**config.mk**
```make
export PLATFORM = sky130hd
export DESIGN_NAME = atm_session_ctrl
export DESIGN_NICKNAME = d
export VERILOG_FILES = /design/src/rtl/atm_pkg.sv /design/src/rtl/atm_idle_timer.sv /design/src/rtl/atm_session_ctrl.sv
export SDC_FILE = /design/constraint.sdc
export NUM_CORES = 1
export LEC_CHECK = 0
export ABC_AREA = 1
export CORE_ASPECT_RATIO = 0.7
export CORE_UTILIZATION = 36
export DETAILED_ROUTE_END_ITERATION = 7
export REMOVE_ABC_BUFFERS = 1
export SKIP_CTS_REPAIR_TIMING = 1
export SYNTH_ARGS = -nofsm -noshare
export SYNTH_HDL_FRONTEND = slang
export SYNTH_SLANG_ARGS = --single-unit
```
**constraint.sdc**
```tcl
create_clock -name clk -period 2.58 [get_ports clk]
set_input_delay 0.258 -clock clk [delete_from_list [all_inputs] [get_ports clk]]
set_output_delay 0.258 -clock clk [all_outputs]
set_load 0.005 [all_outputs]
```
**src/rtl/atm_pkg.sv**
```systemverilog
// atm_pkg: session states, result codes and authenticator status levels shared by the ATM session logic.
package atm_pkg;
  typedef enum logic [2:0] {IDLE, CHK_ACC, WAIT_PIN, CHK_PIN, SESSION} state_e;
  typedef enum logic [2:0] {
    NONE      = 3'd0,
    AUTH_OK   = 3'd1,
    BAD_PIN   = 3'd2,
    LOCKED    = 3'd3,
    NOT_FOUND = 3'd4,
    TIMEOUT   = 3'd5,
    LOGOUT    = 3'd6
  } result_e;
  localparam logic ACCOUNT_FOUND         = 1'b1;
  localparam logic ACCOUNT_AUTHENTICATED = 1'b1;
endpackage

```
**src/rtl/atm_idle_timer.sv**
```systemverilog
// atm_idle_timer: saturating inactivity counter; expire flags the cycle whose edge would complete TIMEOUT_CYCLES idle counts.
module atm_idle_timer #(
  parameter int TIMEOUT_CYCLES = 1000
) (
  input  logic clk,
  input  logic rst_n,
  input  logic en,
  input  logic clr,
  output logic expire
);
  localparam int W = $clog2(TIMEOUT_CYCLES) + 1;
  logic [W-1:0] cnt;
  always_ff @(posedge clk)
    if (!rst_n || clr) cnt <= '0;
    else if (en && cnt != '1) cnt <= cnt + 1'b1;
  assign expire = en && !clr && cnt == W'(TIMEOUT_CYCLES - 1);
endmodule

```
**src/rtl/atm_session_ctrl.sv**
```systemverilog
// atm_session_ctrl: sequences one ATM session around an external combinational authenticator,
// tracking per-account PIN failures, account locks and the inactivity timeout.
module atm_session_ctrl
  import atm_pkg::*;
#(
  parameter int NUM_ACCOUNTS   = 10,
  parameter int MAX_TRIES      = 3,
  parameter int TIMEOUT_CYCLES = 1000
) (
  input  logic                    clk,
  input  logic                    rst_n,
  input  logic                    card_in,
  input  logic [3:0]              acc_num,
  input  logic                    pin_valid,
  input  logic [15:0]             pin,
  input  logic                    activity,
  input  logic                    logout,
  input  logic                    admin_unlock,
  input  logic [3:0]              unlock_index,
  output logic [3:0]              auth_acc_num,
  output logic [15:0]             auth_pin,
  input  logic [3:0]              auth_index,
  input  logic                    auth_found,
  input  logic                    auth_ok,
  output logic                    session_active,
  output logic [3:0]              session_index,
  output logic [2:0]              result,
  output logic                    result_valid,
  output logic [NUM_ACCOUNTS-1:0] lock_vec
);
  state_e     state, next_state;
  result_e    res_d;
  logic [2:0] fail_cnt [NUM_ACCOUNTS];
  logic [2:0] cur_fail;
  logic       locked_hit, lock_now, expire, timing;
  assign timing         = state == WAIT_PIN || state == SESSION;
  assign session_active = state == SESSION;
  assign lock_now       = cur_fail + 3'd1 == 3'(MAX_TRIES);
  // Counter is held clear outside the timed states, so every entry starts from zero.
  atm_idle_timer #(.TIMEOUT_CYCLES(TIMEOUT_CYCLES)) u_timer (
    .clk   (clk),
    .rst_n (rst_n),
    .en    (timing),
    .clr   (!timing || activity || pin_valid),
    .expire(expire)
  );
  always_comb begin
    cur_fail   = '0;
    locked_hit = 1'b0;
    for (int i = 0; i < NUM_ACCOUNTS; i++) begin
      if (4'(i) == session_index) cur_fail = fail_cnt[i];
      if (4'(i) == auth_index) locked_hit = lock_vec[i];
    end
  end
  always_ff @(posedge clk)
    if (!rst_n) state <= IDLE;
    else state <= next_state;
  always_comb begin
    next_state = state;
    case (state)
      IDLE:     next_state = card_in ? CHK_ACC : IDLE;
      CHK_ACC:  next_state = auth_found != ACCOUNT_FOUND || locked_hit ? IDLE : WAIT_PIN;
      WAIT_PIN: next_state = pin_valid ? CHK_PIN : expire ? IDLE : WAIT_PIN;
      CHK_PIN:  next_state = auth_ok == ACCOUNT_AUTHENTICATED ? SESSION : lock_now ? IDLE : WAIT_PIN;
      SESSION:  next_state = logout || expire ? IDLE : SESSION;
      default:  next_state = IDLE;
    endcase
  end
  always_comb begin
    res_d = NONE;
    case (state)
      CHK_ACC:  res_d = auth_found != ACCOUNT_FOUND ? NOT_FOUND : locked_hit ? LOCKED : NONE;
      WAIT_PIN: res_d = expire ? TIMEOUT : NONE;
      CHK_PIN:  res_d = auth_ok == ACCOUNT_AUTHENTICATED ? AUTH_OK : lock_now ? LOCKED : BAD_PIN;
      SESSION:  res_d = logout ? LOGOUT : expire ? TIMEOUT : NONE;
      default:  res_d = NONE;
    endcase
  end
  always_ff @(posedge clk)
    if (!rst_n) begin
      result        <= NONE;
      result_valid  <= 1'b0;
      auth_acc_num  <= '0;
      auth_pin      <= '0;
      session_index <= '0;
    end else begin
      result       <= res_d;
      result_valid <= res_d != NONE;
      if (state == IDLE && card_in) auth_acc_num <= acc_num;
      if (state == WAIT_PIN && pin_valid) auth_pin <= pin;
      else if (next_state == IDLE && state != IDLE) auth_pin <= '0;
      if (state == CHK_ACC && next_state == WAIT_PIN) session_index <= auth_index;
    end
  // An unlock is applied after the CHK_PIN update so it overrides a same-cycle lock.
  always_ff @(posedge clk)
    if (!rst_n) begin
      lock_vec <= '0;
      for (int i = 0; i < NUM_ACCOUNTS; i++) fail_cnt[i] <= '0;
    end else
      for (int i = 0; i < NUM_ACCOUNTS; i++) begin
        if (state == CHK_PIN && 4'(i) == session_index) begin
          fail_cnt[i] <= auth_ok == ACCOUNT_AUTHENTICATED ? 3'd0 : cur_fail + 3'd1;
          if (auth_ok != ACCOUNT_AUTHENTICATED && lock_now) lock_vec[i] <= 1'b1;
        end
        if (admin_unlock && 4'(i) == unlock_index) begin
          fail_cnt[i] <= '0;
          lock_vec[i] <= 1'b0;
        end
      end
endmodule

```
Fig. 1: run 1, placed standard cells
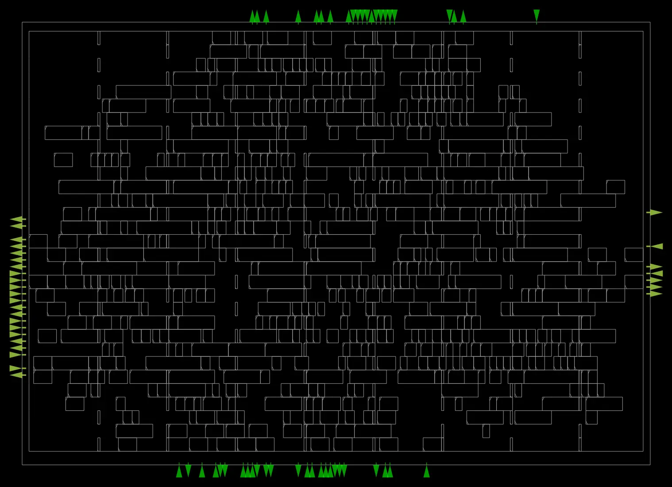
fin util: 0.506
flop share of the area: 0.371
Layout Cells excl Fill: 725
flop count: 82
CORE AREA: 10,400 um2

Fig. 2: run 1, met3 routing
(3 px per um)
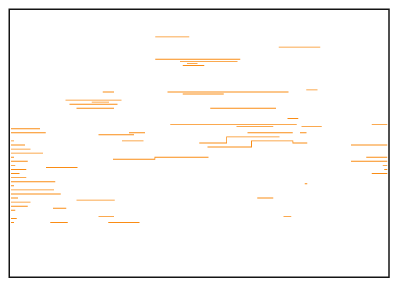
nets with wire on the layer	55
main direction	horizontal
wire length on this layer	636 um
drt total wl: 10.6 mm
met3 Resource Use GR: 0.0429

==> Slide: Implementation Results, run 1 <==
Run Summary

Clock tree
  – CTS tree: yes
  – Clk Latency, worst-skew pair: 0.34 ns
  – CTS H-tree depth: 3
  – CTS Buf Count: 9
  – Clock transition at path regs: 0.06 ns
  – # clock sinks: 82

Logic synthesis
  – Dominant synthesized flop cell: dfxtp_1
  – Synthesized area per cell: 7.78 um2
  – Simple-Gate Area Share: 0.287
  – Area leader share: 0.268
  – Count of library flops with an enable pin: 30
  – Yosys warning count: 0
  – Cell with the most instances after synthesis: nand2_1
  – Yosys cell count: 499
  – Synth Instances: 499
  – Cell accounting for the most synthesized area: dfxtp_1
  – Yosys aoi share: 0.118
  – Synth cell count leaders: 93 x nand2_1, 71 x nor2_1, 60 x inv_1
  – Syn Std Cell Area: 3880 um2
  – Adder-Cell Fraction of Synth Area: 0.00967
  – Post-synthesis sequential area ratio: 0.500
  – Top cells by area: dfxtp_1 27%, edfxtp_1 23%, nand2_1 9.0%, nor2_1 6.9%, a21oi_1 6.1%
  – Yosys xor share: 0.00677
  – Chip area line of the yosys report: 3880 um2
  – #FFs+latches synth: 82
  – Ys async rst share: 0
  – Mux frac, synth: 0
  – Yosys cell types: 35

Setup path
  – Startpoint type of the worst setup path: flip-flop
  – R2R Path Start: session_index[0]
  – Family with the most delay on the worst path: simple AND/OR/NAND/NOR gates
  – RR Endpoint: auth_pin[15]
  – Slowest cell on the critical path: dfxtp_4
  – CP max stage delay: 0.37 ns
  – Critical path type: flip-flop to flip-flop
  – Worst Path Required: 2.84 ns
  – Critical path endpoint: auth_pin[15]
  – Crit path launch: session_index[0]
  – Critical Path End Type: flip-flop
  – FF-to-FF setup slack: 0.16 ns
  – Cell chain of the critical path: nor2_4, inv_1, nor2_2, a22o_1, a21oi_1, nand3_1, o21ai_2, nand3_2, a21oi_2, a21oi_2, ha_2, nand4_2, nand3_2, nand2_4, nand3_4, nand3_1, a21oi_1
  – Arr. time, crit path: 2.68 ns
  – Register-to-Register Path Depth: 17
  – Worst Path Max Fanout: 8
  – Critical path buffers and inverters: 1
  – WP depth: 17

Timing
  – # setup viols final: 0
  – Slew Limit Headroom: 0.671
  – Final worst setup slack: 0.162 ns
  – Worst Skew: 0.00886 ns
  – Final Hold Vio Count: 0
  – Final Cycle Share: 0.937

Cells and area
  – Most numerous logic cells after layout: 93 x nand2_1, 75 x clkdlybuf4s50_1, 67 x nor2_1
  – Comb area share: 0.326
  – Biggest regs: fail_cnt (30), auth_pin (16), u_timer.cnt (11)
  – Max reg flops: 30
  – Non-clk invs: 67
  – Reg with most FFs: fail_cnt
  – Area growth, synth to finish: 35.5%
  – Mi-comb count: 341
  – Clock buffers: 10
  – Top class by area: flip-flops and latches
  – Storage element area: 1950 um2
  – Multi-input logic area: 1720 um2
  – Final nets: 628
  – Signal buf overhead: 0.162
  – Fill count: 993
  – Clock Network Area Fraction: 0.0609

Worst hold path
  – Worst hold start: auth_acc_num[0]
  – Worst hold path depth: 2
  – Hold endpoint: auth_acc_num[0]

Power
  – Comb pwr: 394 uW
  – LEAKAGE: 2.01 nW
  – Seq pwr: 1.39 mW
  – Flop pwr share: 0.441
  – Pwr dens: 601 nW/um2
  – Combinational power share: 0.125
  – Sw Pwr: 771 uW
  – Worst VDD drop: 0.359 mV
  – Switching part of the total: 0.244
  – Clock group share of total power: 0.435
  – Clk pwr: 1.37 mW

Global routing
  – Gr usage total: 0.193
  – Largest net degree at the start of global routing: 26
  – Initial antenna violation count: 0
  – First-pass GRT wire length: 16.5 mm

Floorplanning
  – Die height: 88.9 um
  – FP Rows: 31
  – Die width: 126 um
  – I/O pin total: 76

Run
  – OpenROAD warning count: 26
  – Max-cap check violation count: 0

Run status
  – Run status: complete, no violations

Placed design
  – Post-DP HPWL: 7.93 mm
  – IO buf count: 75
  – RePlAce Congestion: 0.877
  – Pre-CTS setup slack: -0.114 ns

Route
  – DR WL/cell: 14.6 um
  – Vias per cell: 4.94
  – DRC: 0
Fig. 3: run 1, signal wires on met1
(3 px per um) Supply wires on this layer in gray.
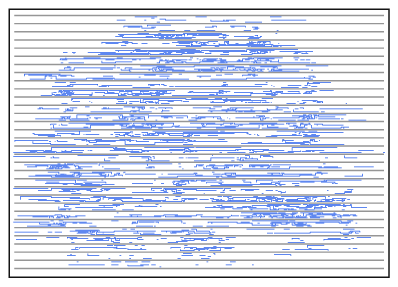
wire length on this layer	5,440 um
share of all routed wire	51%
longest straight run	38.2 um
nets with wire on the layer	586
main direction	horizontal
met1 Use GR: 0.286
vias after detailed routing: 3,585

[run 1: per-layer routing]
metal  up-vias  global-route usage  routed length [um]
li1       1825                   -                   -
met4         0              0.0635                 102
met1      1648               0.286                5440
met3         9              0.0429                 635
met2       103               0.274                4400
met5         -                   0                   0
[run 1: per-stage QoR]
stage	cell area [um2]	TNS [ns]	cells	power, mW	utilization
2_1_floorplan	3830	0	489	1.60	-
3_3_place_gp	4840	0	707	1.78	0.465
3_5_place_dp	4840	-1.96	707	1.78	0.465
4_1_cts	5160	-2.66	723	3.15	0.496
5_1_grt	5260	-0.0395	725	3.28	0.506
6_report	5260	0	725	3.16	0.506
==> run 2, diff against run 1 <==
--- a/config.mk
+++ b/config.mk
@@ -8,6 +8,7 @@
 export ABC_AREA = 1
 export CORE_ASPECT_RATIO = 0.7
 export CORE_UTILIZATION = 36
+export CTS_CLUSTER_SIZE = 10
 export DETAILED_ROUTE_END_ITERATION = 7
 export REMOVE_ABC_BUFFERS = 1
 export SKIP_CTS_REPAIR_TIMING = 1
Fig. 4: run 2, ports around the boundary
(3 px per um) Pins as bars across the die edge, other pins in gray.
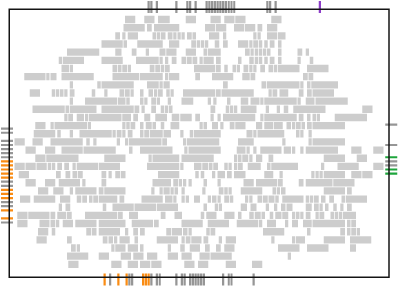
port	color	pins	direction	edge
pin	orange	16	input	10 left, 6 bottom
result	green	3	output	right
clk	purple	1	input	top
IO buf count: 75
die height: 88.9 um
die width: 126 um

==> run 2 against run 1 <==
Net effect:
- power unchanged
- wire length unchanged
- utilization unchanged
- final area unchanged
- flip-flop count unchanged
- cell count unchanged
- first-iteration DRC count unchanged
- synthesized area unchanged
- largest power group unchanged
==> Slide: Implementation Results, run 2 <==
Run Summary

Run status
  – Run status: complete, no violations

Power
  – Flop pwr share: 0.441 (about the same)
  – Clock group share of total power: 0.435 (about the same)
  – Sw Pwr: 771 uW (unchanged)
  – Pwr dens: 601 nW/um2 (unchanged)
  – Switching part of the total: 0.244 (unchanged)
  – Tot Pwr: 3.16 mW (unchanged)
  – Worst VDD drop: 0.359 mV (unchanged)
  – LEAKAGE: 2.01 nW (unchanged)
  – Combinational power share: 0.125 (about the same)

Route
  – Vias per cell: 4.94 (unchanged)
  – Vias after detailed routing: 3,585 (unchanged)
  – Drt total wl: 10.6 mm (unchanged)
  – DRC: 0 (unchanged)
  – First-pass detailed-route iteration total: 5
  – DR WL/cell: 14.6 um (unchanged)
  – Initial drt markers: 260
  – Routed Antenna Nets: 0

Setup path
  – Family with the most delay on the worst path: simple AND/OR/NAND/NOR gates
  – Startpoint type of the worst setup path: flip-flop
  – Register-to-Register Path Depth: 17 (unchanged)
  – Slowest cell on the critical path: dfxtp_4
  – CP max stage delay: 0.37 ns (about the same)
  – Critical path type: flip-flop to flip-flop
  – Worst Path Required: 2.84 ns (about the same)
  – Arr. time, crit path: 2.68 ns (about the same)
  – Critical Path End Type: flip-flop
  – WP depth: 17 (unchanged)
  – Critical path buffers and inverters: 1 (unchanged)
  – Cell chain of the critical path: nor2_4, inv_1, nor2_2, a22o_1, a21oi_1, nand3_1, o21ai_2, nand3_2, a21oi_2, a21oi_2, ha_2, nand4_2, nand3_2, nand2_4, nand3_4, nand3_1, a21oi_1
  – R2R Path Start: session_index[0]
  – Worst Path Max Fanout: 8 (unchanged)
  – Crit path launch: session_index[0]

Timing
  – Final Cycle Share: 0.937 (unchanged)
  – Worst Skew: 0.00886 ns (unchanged)
  – Worst-margin pin slew: 0.493 ns
  – Final Hold Vio Count: 0 (unchanged)
  – Max Freq: 0.414 GHz
  – Setup Total Neg Slack: 0 ns (unchanged)
  – Final min period: 2.42 ns
  – Slew Limit Headroom: 0.671 (unchanged)
  – Final worst setup slack: 0.162 ns (unchanged)
  – # setup viols final: 0 (unchanged)

Clock tree
  – Clock transition at path regs: 0.06 ns (about the same)
  – CTS Buf Count: 9 (unchanged)
  – CTS tree: yes
  – CTS H-tree depth: 3 (unchanged)
  – Clock Path Buffers: 2
  – Clock tree root driver cell: clkbuf_16
  – Clk Latency, worst-skew pair: 0.34 ns (about the same)
  – # clock sinks: 82 (unchanged)

Logic synthesis
  – #FFs+latches synth: 82 (unchanged)
  – Cell with the most instances after synthesis: nand2_1
  – Yosys xor share: 0.00677 (unchanged)
  – Yosys aoi share: 0.118 (unchanged)
  – Post-synthesis sequential area ratio: 0.500 (unchanged)
  – Synth Instances: 499 (unchanged)
  – Mux frac, synth: 0 (unchanged)
  – Syn Std Cell Area: 3880 um2 (unchanged)
  – Ys async rst share: 0 (unchanged)
  – Simple-Gate Area Share: 0.287 (unchanged)
  – Yosys warning count: 0 (unchanged)
  – Top logic family: simple AND/OR/NAND/NOR gates
  – Dominant synthesized flop cell: dfxtp_1
  – Yosys cell count: 499 (unchanged)
  – Area leader share: 0.268 (unchanged)
  – Adder-Cell Fraction of Synth Area: 0.00967 (unchanged)
  – Top cells by area: dfxtp_1 27%, edfxtp_1 23%, nand2_1 9.0%, nor2_1 6.9%, a21oi_1 6.1%
  – Yosys cell types: 35 (unchanged)
  – Synthesized area per cell: 7.78 um2 (unchanged)
  – Cell accounting for the most synthesized area: dfxtp_1
  – Chip area line of the yosys report: 3880 um2 (unchanged)
  – Count of library flops with an enable pin: 30 (unchanged)
  – Synth cell count leaders: 93 x nand2_1, 71 x nor2_1, 60 x inv_1

Placed design
  – RePlAce Congestion: 0.877 (unchanged)
  – Post-placement cell count: 707 (unchanged)
  – Pre-CTS setup slack: -0.114 ns (unchanged)
  – DP Area: 4840 um2 (unchanged)
  – Post-DP HPWL: 7.93 mm (unchanged)

Cells and area
  – Area growth, synth to finish: 35.5% (unchanged)
  – Most numerous logic cells after layout: 93 x nand2_1, 75 x clkdlybuf4s50_1, 67 x nor2_1
  – Non-clk invs: 67 (unchanged)
  – Clock buffers: 10 (unchanged)
  – Signal buf overhead: 0.162 (unchanged)
  – Final nets: 628 (unchanged)
  – Clock Network Area Fraction: 0.0609 (unchanged)
  – Commonest Layout Cell: nand2_1
  – Biggest regs: fail_cnt (30), auth_pin (16), u_timer.cnt (11)
  – Multi-input logic area: 1720 um2 (unchanged)
  – Fin util: 0.506 (unchanged)
  – Reg with most FFs: fail_cnt
  – Layout cell share with drive strength beyond 1: 0.125
  – Layout Cells excl Fill: 725 (unchanged)
  – Mi-comb count: 341 (unchanged)
  – Antenna diode count: 0
  – Non-CTS buffers: 87
  – Flop share of the area: 0.371 (unchanged)
  – Post-route cell area: 5260 um2 (unchanged)
  – Comb area share: 0.326 (unchanged)
  – Storage element area: 1950 um2 (unchanged)
  – Max reg flops: 30 (unchanged)
  – Fill count: 993 (unchanged)
  – Top class by area: flip-flops and latches
  – Flop count: 82 (unchanged)

Floorplanning
  – Die area: 11,200 um2
  – Floorplan Utilization: 0.373
  – FP Rows: 31 (unchanged)
  – I/O pin total: 76 (unchanged)
  – Num tapcells: 132
  – CORE AREA: 10,400 um2 (unchanged)

Global routing
  – Initial antenna violation count: 0 (unchanged)
  – First-pass GRT wire length: 16.5 mm (unchanged)
  – Largest net degree at the start of global routing: 26 (unchanged)
  – Gr usage total: 0.193 (unchanged)
  – Vias in the first global route: 3,304

Run
  – OpenROAD warning count: 26 (unchanged)
  – Max-cap check violation count: 0 (unchanged)

Worst hold path
  – Worst hold path depth: 2 (unchanged)
  – HP Class: flip-flop to flip-flop
  – Worst hold start: auth_acc_num[0]
Fig. 5: run 2, met3 routing
(3 px per um)
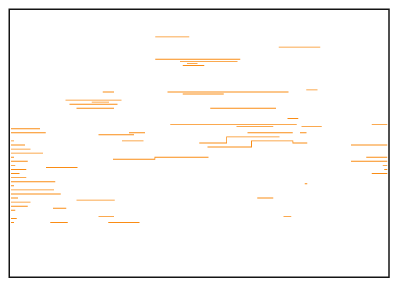

run 2: cell counts after synthesis:
No cell type changed its count.
run 2: worst paths after layout:
check	endpoint	slack, ns
worst max-delay path	auth_pin[15]	0.16
worst max register to register	auth_pin[15]	0.16
worst min-delay path	auth_acc_num[0]	0.46
worst min register to register	auth_acc_num[0]	0.46
run 2: per-layer routing:
metal / track usage / routed length, um
met1: 0.286 / 5440
met2: 0.274 / 4400
met3: 0.0429 / 635
met4: 0.0635 / 102
met5: 0 / 0
run 2: power groups by stage:
stage               logic [mW]  clock network, mW  registers (mW)
floorplan                0.180                  0            1.42
global placement         0.361                  0            1.42
detailed placement       0.366                  0            1.42
CTS                      0.367               1.40            1.39
global route             0.431               1.45            1.40
finish                   0.394               1.37            1.39
Fig. 6: run 2, placed standard cells
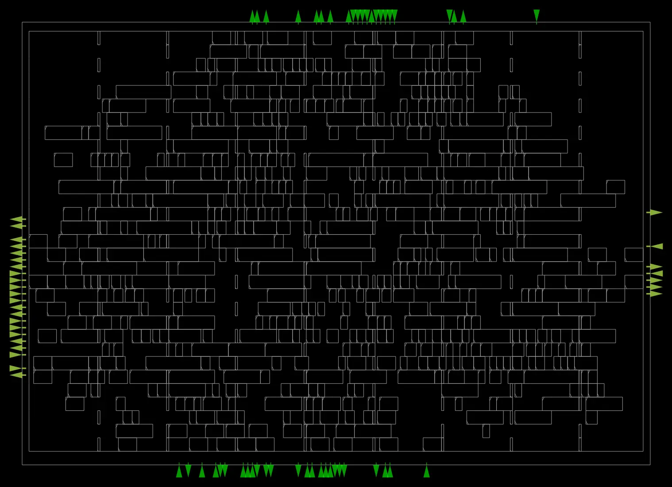

==> run 3, diff against run 2 <==
==> constraint.sdc (replaced) <==
create_clock -name clk -period 2.2 [get_ports clk]
set_input_delay 0.22 -clock clk [delete_from_list [all_inputs] [get_ports clk]]
set_output_delay 0.22 -clock clk [all_outputs]
set_load 0.005 [all_outputs]
Fig. 7: run 3, placed standard cells
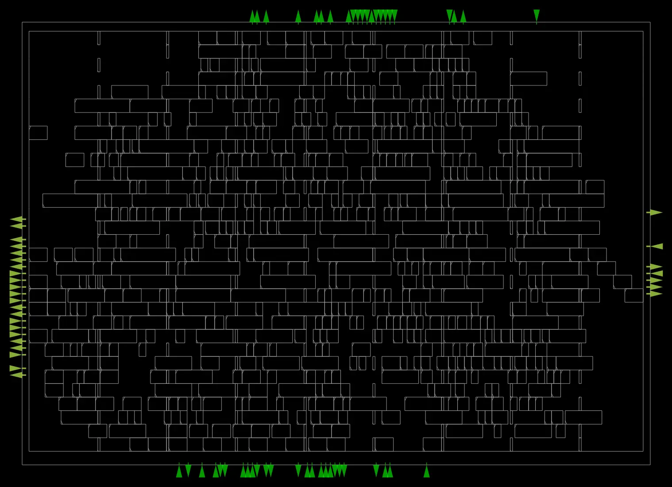
Layout Cells excl Fill: 748
fill count: 961
FP Rows: 31

Fig. 8: run 3, ports around the boundary
(3 px per um) Pins as bars across the die edge, other pins in gray.
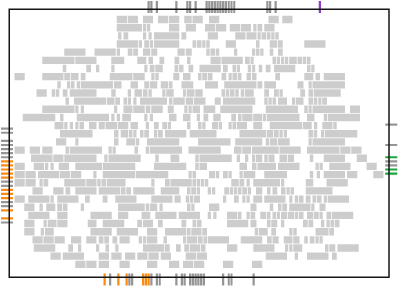
port	color	pins	direction	edge
pin	orange	16	input	10 left, 6 bottom
clk	purple	1	input	top
result	green	3	output	right

==> run 3 against run 2 <==
Net effect:
- the run now ends with setup timing left
- via count rose by 3.7%
- utilization rose by 3.3 points
- combinational power rose by about 40%
- flip-flop count did not move
- clock power rose by about 10%
- setup slack got worse by 0.38 ns
- non-clock buffer count rose by 23
- power rose by 18%
- largest power group unchanged
==> Slide: Implementation Results, run 3 <==
Run Summary

Clock tree
  – Clk Latency, worst-skew pair: 0.35 ns (about the same)
  – Clock tree root driver cell: clkbuf_16
  – CTS H-tree depth: 3 (unchanged)
  – CTS Buf Count: 9 (unchanged)
  – Clock transition at path regs: 0.07 ns (about the same)
  – # clock sinks: 82 (unchanged)
  – Clock Path Buffers: 2 (unchanged)

Power
  – Clk pwr: 1.53 mW (+10%)
  – Flop pwr share: 0.439 (-0.002)
  – Worst VDD drop: 0.402 mV (+12%)

Run status
  – Failing checks: setup timing
  – Run status: finished with violations

Logic synthesis
  – Yosys cell count: 499 (unchanged)
  – Syn Std Cell Area: 3880 um2 (unchanged)
  – Cell accounting for the most synthesized area: dfxtp_1
  – Simple-Gate Area Share: 0.287 (unchanged)
  – Chip area line of the yosys report: 3880 um2 (unchanged)
  – Cell with the most instances after synthesis: nand2_1
  – Adder-Cell Fraction of Synth Area: 0.00967 (unchanged)
  – Count of library flops with an enable pin: 30 (unchanged)
  – Mux frac, synth: 0 (unchanged)
  – Synth cell count leaders: 93 x nand2_1, 71 x nor2_1, 60 x inv_1
  – Yosys aoi share: 0.118 (unchanged)
  – #FFs+latches synth: 82 (unchanged)
  – Yosys cell types: 35 (unchanged)
  – Synth Instances: 499 (unchanged)
  – Ys async rst share: 0 (unchanged)

Cells and area
  – Comb area share: 0.338 (+0.0120)
  – Most numerous logic cells after layout: 90 x nand2_1, 75 x clkdlybuf4s50_1, 64 x nor2_1
  – Mi-comb count: 341 (unchanged)
  – Layout cell share with drive strength beyond 1: 0.214 (+0.0895)
  – Multi-input logic area: 1900 um2 (+11%)
  – Storage element area: 1950 um2 (+0.13%)
  – Non-clk invs: 67 (unchanged)
  – Clock Network Area Fraction: 0.0536 (-0.00733)
  – Max reg flops: 30 (unchanged)
  – Commonest Layout Cell: nand2_1
  – Post-route cell area: 5600 um2 (+6.6%)
  – Biggest regs: fail_cnt (30), auth_pin (16), u_timer.cnt (11)
  – Flop share of the area: 0.349 (-0.0224)
  – Clock buffers: 9 (-1)
  – Area growth, synth to finish: 44.4%

Route
  – Vias per cell: 4.97 (+0.47%)
  – DR WL/cell: 14.6 um (about the same)
  – Initial drt markers: 227 (-13%)
  – Highest routed layer: met4
  – First-pass detailed-route iteration total: 5 (unchanged)
  – Vias after detailed routing: 3,716 (+3.7%)
  – Met3 wire len: 524 um (-17%)
  – DRC: 0 (unchanged)
  – Drt total wl: 10.9 mm (+3.1%)
  – Routed met2 length: 4.76 mm (+8.1%)

Setup path
  – Worst Path Required: 2.48 ns (-0.36 ns)
  – Critical path type: flip-flop to flip-flop
  – CP max stage delay: 0.40 ns (+0.03 ns)
  – Critical path buffers and inverters: 2 (+1)
  – Slowest cell on the critical path: dfxtp_4
  – Critical Path End Type: flip-flop

Global routing
  – Gr usage total: 0.192 (-0.000268)
  – Vias in the first global route: 3,345 (+1.2%)
  – Initial antenna violation count: 0 (unchanged)

Timing
  – Slew Limit Headroom: 0.687 (+0.0152)
  – Final Cycle Share: 1.10 (+0.163)
  – Final worst setup slack: -0.220 ns (-0.381 ns)
  – # setup viols final: 48 (+48)
  – Final min period: 2.42 ns (+0.00142 ns)
  – Max Freq: 0.413 GHz (about the same)

Floorplanning
  – Die width: 126 um (unchanged)
  – Num tapcells: 132 (unchanged)
  – CORE AREA: 10,400 um2 (unchanged)
  – Die height: 88.9 um (unchanged)
  – Floorplan Utilization: 0.373 (unchanged)

Placed design
  – Pre-CTS setup slack: -0.354 ns (-0.240 ns)
  – RePlAce Congestion: 0.872 (-0.60%)
  – IO buf count: 75 (unchanged)
  – Post-placement cell count: 729 (+3.1%)
  – DP Area: 5000 um2 (+3.4%)
  – Post-DP HPWL: 8.06 mm (+1.7%)

Run
  – Max-cap check violation count: 0 (unchanged)
  – OpenROAD warning count: 27 (+3.8%)

Worst hold path
  – HP Class: input port to flip-flop
-- run 3: netlist changes by cell type in the layout (fill, tap and decap cells not counted), sizes merged --
cell,delta
buf,+23
inv,+4
clkinv,-3
bufinv,-1
clkbuf,-1
clkinvlp,+1
-- run 3: worst paths after layout --
check              startpoint         endpoint  slack [ns]  cells after the start
max          session_index[0]      auth_pin[3]       -0.22                     18
min                    pin[8]      auth_pin[8]        0.44                      3
max reg2reg  session_index[0]      auth_pin[3]       -0.22                     18
min reg2reg   auth_acc_num[0]  auth_acc_num[0]        0.46                      2
-- run 3: per-layer routing --
metal  up-vias  GRT usage
met5         -          0
met4         0     0.0602
met3        11     0.0435
met2        99      0.284
met1      1728      0.278
li1       1878          -
Power figures rest on the tool's default switching activity, not on a simulated workload.
